## src/rtl/instr_fetch.sv

```systemverilog
// Instruction fetch unit: fetches one word per instruction, holds it for execute,
// and resolves branches, jumps and halt at the end of the execute cycle.
module instr_fetch #(
    parameter logic [15:0] RESET_PC = 16'h0000
) (
    input  logic        clk,
    input  logic        rst_n,
    output logic        imem_req,
    output logic [15:0] imem_addr,
    input  logic        imem_ack,
    input  logic [31:0] imem_data,
    output logic [31:0] IN,
    output logic        valid,
    input  logic        J,
    input  logic [1:0]  B,
    input  logic        offset_sel,
    input  logic [15:0] im_offset,
    input  logic [15:0] reg_target,
    input  logic        Z,
    input  logic        stall,
    output logic [15:0] pc,
    output logic        halted,
    output logic [15:0] icount
);

    typedef enum logic [1:0] {
        FETCH,
        EXEC,
        HALT
    } state_t;

    state_t      state, state_nx;
    logic        started;
    logic        retire;
    logic        is_halt;
    logic        taken;
    logic [15:0] target;
    logic [15:0] pc_nx;

    // started keeps the request low until the first edge after reset is released
    assign imem_req  = (state == FETCH) && started;
    assign imem_addr = pc;
    assign valid     = (state == EXEC);
    assign halted    = (state == HALT);

    always_comb begin
        state_nx = state;
        retire   = (state == EXEC) && !stall;
        is_halt  = (IN[31:27] == 5'b11111);
        taken    = J & (((B == 2'd0) & Z) | ((B == 2'd1) & ~Z) | B[1]);
        target   = offset_sel ? reg_target : (pc + im_offset);
        pc_nx    = taken ? target : (pc + 16'd1);
        case (state)
            FETCH: if (imem_req && imem_ack) state_nx = EXEC;
            EXEC:  if (retire) state_nx = is_halt ? HALT : FETCH;
            HALT:  state_nx = HALT;
            default: state_nx = FETCH;
        endcase
    end

    always_ff @(posedge clk or negedge rst_n) begin
        if (!rst_n) begin
            state   <= FETCH;
            started <= 1'b0;
            pc      <= RESET_PC;
            IN      <= '0;
            icount  <= '0;
        end else begin
            state   <= state_nx;
            started <= 1'b1;
            if ((state == FETCH) && imem_req && imem_ack)
                IN <= imem_data;
            if (retire) begin
                icount <= icount + 16'd1;
                if (!is_halt)
                    pc <= pc_nx;
            end
        end
    end

endmodule
```

## config.mk

```make
export PLATFORM = sky130hd
export DESIGN_NAME = instr_fetch
export DESIGN_NICKNAME = d
export VERILOG_FILES = /design/src/rtl/instr_fetch.sv
export SDC_FILE = /design/constraint.sdc
export NUM_CORES = 1
export LEC_CHECK = 0
export CORE_MARGIN = 10
export CORE_UTILIZATION = 30
export CTS_BUF_LIST = sky130_fd_sc_hd__clkbuf_16
export DETAILED_ROUTE_END_ITERATION = 6
export PLACE_DENSITY = 0.73
export SYNTH_ARGS = -nofsm -noshare
export SYNTH_HDL_FRONTEND = slang
export SYNTH_SLANG_ARGS = --single-unit
export TNS_END_PERCENT = 10
```

## constraint.sdc

```tcl
create_clock -name clk -period 2.3 [get_ports clk]
set_clock_uncertainty 0.1 [all_clocks]
set_input_delay 0.69 -clock clk [delete_from_list [all_inputs] [get_ports clk]]
set_output_delay 0.69 -clock clk [all_outputs]
set_load 0.03 [all_outputs]
```

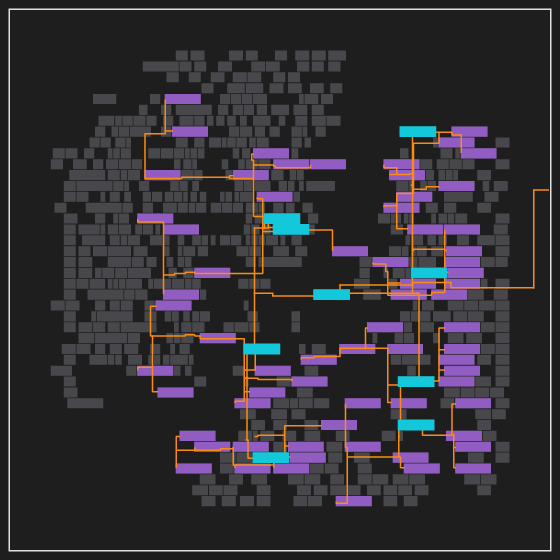
(clock wires, drivers and flops)
[cyan] clock drivers | count: 9
[orange] clock wires | length: 926 um
[purple] flip-flops | count: 67
routed clock nets	10
power share of the clock group: 16.8%
Clock Power: 0.00128 W
Late-Pin Clk Latency: 320 ps

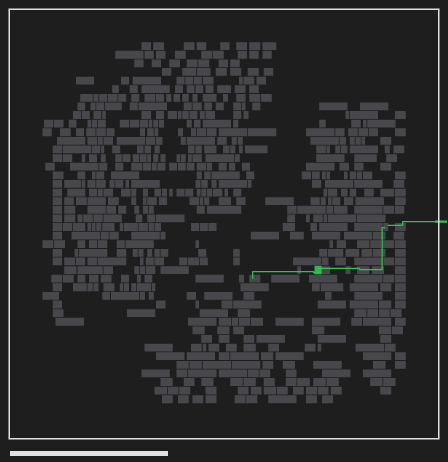
(nets reached from selected ports)
Scale bar: 50 um.
color	port	bits	direction	edge	end cells	buffers	wire
green	halted	1	output	east	1	1	74.5 um

==> impl_metrics.env <==
# physical design summary
export IMPL_start_kind="primary input"
export IMPL_synthCells=386
export IMPL_dieArea_um2=18300
export IMPL_cp_end_kind="flop"
export IMPL_detail_route_wl_per_cell_um=16.9
export IMPL_yosysCellCount=386
export IMPL_yosys_top_cells_area="dfrtp_1 42%, mux2_2 9.3%, ha_1 5.3%, a21oi_1 3.9%, xor2_1 3.5%"
export IMPL_setup_viol=3
export IMPL_routabilityCongestion=0.859
export IMPL_clock_path_buffers=2
export IMPL_clockRootBuffer="clkbuf_16"
export IMPL_n_antenna_cell=0
export IMPL_htree_levels=3
export IMPL_p_per_area_nw_per_um2=1180
export IMPL_clock_sinks=67
export IMPL_min_period_over_period_pct=103
export IMPL_top_cell="dfrtp_1"
export IMPL_cts_made_buffers=9
export IMPL_rsz0062_at_grt="yes"
export IMPL_core_um2=13100
export IMPL_largest_area_cell="dfrtp_1"
export IMPL_period_needed_ps=2370
export IMPL_drive_gt1_share_pct=24.7
export IMPL_grt_pass1_wl_mm=20.6
export IMPL_design_area_um2=6490
export IMPL_path_max_fanout=3
export IMPL_fmax_mhz=421
export IMPL_critPathMaxStageDelay_ps=340
export IMPL_synth_seq_share_pct=42.1
export IMPL_area_growth_pct=63.1
export IMPL_ir_worst_vdd_mv=0.687
export IMPL_syn_avg_cell_area_um2=10.3
export IMPL_arrival_ps=2490
export IMPL_path_cells="buf_8 -> ha_4 -> fa_2 -> a21o_1 -> a21oi_4 -> o21ai_2 -> a21oi_2 -> o21bai_1 -> xor2_1 -> a211o_1"
export IMPL_yosys_warnings=0
export IMPL_cts_hold_buf=0
export IMPL_hold_class="primary input to async pin"
export IMPL_globalRouteOverflowTotal=0
export IMPL_dr_pass1_iters=4
export IMPL_worstReg2RegStart="imem_addr[0]"
export IMPL_syn_nets=477
export IMPL_place_hpwl_mm=10.2
export IMPL_setup_slack_ps=-74.2
export IMPL_fp_util_pct=30.3
export IMPL_slew_headroom_pct=66.0
export IMPL_via_count=3811
export IMPL_synthTopCellsByCount="67 x dfrtp_1, 33 x mux2_2, 31 x a21oi_1, 21 x nand2_1, 20 x nor2_1"
export IMPL_cap_violations=0
export IMPL_antenna_found_initial=0
export IMPL_worstPathRequired_ps=2410
export IMPL_tool_warnings=29
export IMPL_cts_tree="yes"
export IMPL_cp_num_buf_inv=1
export IMPL_drc=0
export IMPL_final_cell_count_no_fill=764
export IMPL_finalHoldViolations=0
export IMPL_synthFlopType="dfrtp_1"
export IMPL_wirelength_mm=12.9
export IMPL_grt_start_max_net_pins=47
export IMPL_drtIter0Drc=192
export IMPL_die_w_um=135
export IMPL_rows=42
export IMPL_startpoint="im_offset[0]"
export IMPL_ys_area_um2=3980
export IMPL_port_buffers=155
export IMPL_final_max_slew_viol_count=0
export IMPL_yosysUniqueCellTypes=57
export IMPL_violations="negative setup slack"
export IMPL_antenna_left=0
export IMPL_edf_count=0
export IMPL_async_reset_ff_share_pct=100
export IMPL_synth_top_cell_area_share_pct=42.1
export IMPL_layout_nets=674
export IMPL_placed_area_um2=6050
export IMPL_ys_flops=67
export IMPL_cp_top_family="AND-OR/OR-AND gates"
export IMPL_viasPerCell=4.99
export IMPL_die_height_um=135
export IMPL_worst_setup_path_type="primary input to flop"
export IMPL_grt_pass1_vias=4031
export IMPL_ios=156
export IMPL_dp_cells=745
export IMPL_worstMarginPinSlew_ps=503
export IMPL_final_core_util_pct=49.4
export IMPL_status="complete, but fails checks"
export IMPL_path_clk_slew_ps=60
export IMPL_slowest_stage="fa_2"
export IMPL_total_power_w=0.00764
export IMPL_leakage_nw=2.82
export IMPL_track_usage_pct=13.9
export IMPL_synth_area_um2=3980
repair_timing:
action | CTS | global route
pin swaps | 17 | 7
gates resized | 72 | 18
setup buffers | 3 | 0
setup endpoints to repair | 41 | 17
registers in the layout, summed over array words and instances, names as in the netlist:
register and cells:
IN 32, icount 16, imem_addr 16, started 1
state 2
final cells by class:
class                      instances  area (um2)
clock inverter                     7        53.8
sequential                        67        1680
inverter                           1        3.75
fill                            1229        6650
multi-input combinational        287        2300
timing repair buffer             217        2010
tap                              176         220
clock buffer                       9         225
worst reg2reg max path, stage by stage, from the launching register on:
cell and delay [ps]:
dfrtp_1 410, ha_4 180, fa_2 340, a21o_1 220, a21oi_4 160, o21ai_2 70
a21oi_2 200, o21bai_1 100, xor2_1 170, a211o_1 290
cell usage in the layout (no fill, tap or decap), types with 3 or more instances in the layout:
cell type        Yosys  routed
buf_4               18      57
xnor2_1             13      13
a21oi_2              3       4
dlygate4sd2_1        0      40
o21ai_2              3       3
a31oi_1              7       7
buf_12               0       3
o31ai_1              4       4
o21ai_0             17      17
a21oi_4              0       4
clkbuf_16            0       9
and3_1               5       5
a21o_1               7       7
nor2b_1              5       4
nand4_1              6       6
and2_4               2       3
nand3_1             15      15
xor2_1              16      16
o22ai_1              5       5
nor2_1              20      20
clkdlybuf4s50_1      0     105
a21oi_1             31      26
nand2b_1             3       3
ha_1                17       7
dfrtp_1             67      67
inv_1                0       4
ha_4                 0       9
dlymetal6s2s_1       0       4
mux2_2              33      33
mux2i_1              4       4
nand2_1             21      20
and4_1               3       3
nor3_1               4       4
metrics by stage:
| stage | hold slack (ps) | TNS [ps] | setup WS, ps |
|---|---|---|---|
| 6_report | 171 | -151 | -74.2 |
| 5_1_grt | 187 | -732 | -133 |
| 4_1_cts | 172 | -215 | -82.3 |
| 3_5_place_dp | 358 | -8270 | -824 |
| 3_3_place_gp | 360 | -7560 | -817 |
| 2_1_floorplan | 294 | -1420 | -192 |
report_power, final:
part	switching, W	total [W]	internal, W	leakage, nW
Sequential	0.000361	0.00188	0.00151	0.816
Clock	0.000468	0.00128	0.000816	0.152
Combinational	0.00244	0.00448	0.00204	1.85
cell families (layout without fill, tap and decap cells):
group,count (synthesis),after routing,synth area share (%)
XOR/XNOR,29,29,6.38
AND/OR/NAND/NOR,95,95,12.6
AND-OR/OR-AND,107,107,17.6
buffers and inverters,32,234,4.97
other,1,1,0.0942
flip-flops,67,67,42.1
multiplexers,37,37,10.3
adder cells (fa/ha/maj),18,18,5.85
layer usage:
metal	part of all wire [%]	GRT usage, %	vias up
met5	0	0	-
met1	39	15.7	1840
met2	50	24.1	155
met3	9.5	4.45	14
li1	-	-	1802
met4	1.1	4.43	0
final timing paths:
path	cells after the start	to	slack [ps]
max	10	imem_addr[12]	-70
min	1	imem_addr[15]	170
max reg2reg	9	imem_addr[12]	-50
min reg2reg	1	icount[15]	360
max in group asynchronous	2	IN[0]	1370
min in group clk	1	icount[15]	360
No activity file was given, so power comes from the tool's default toggle rates.
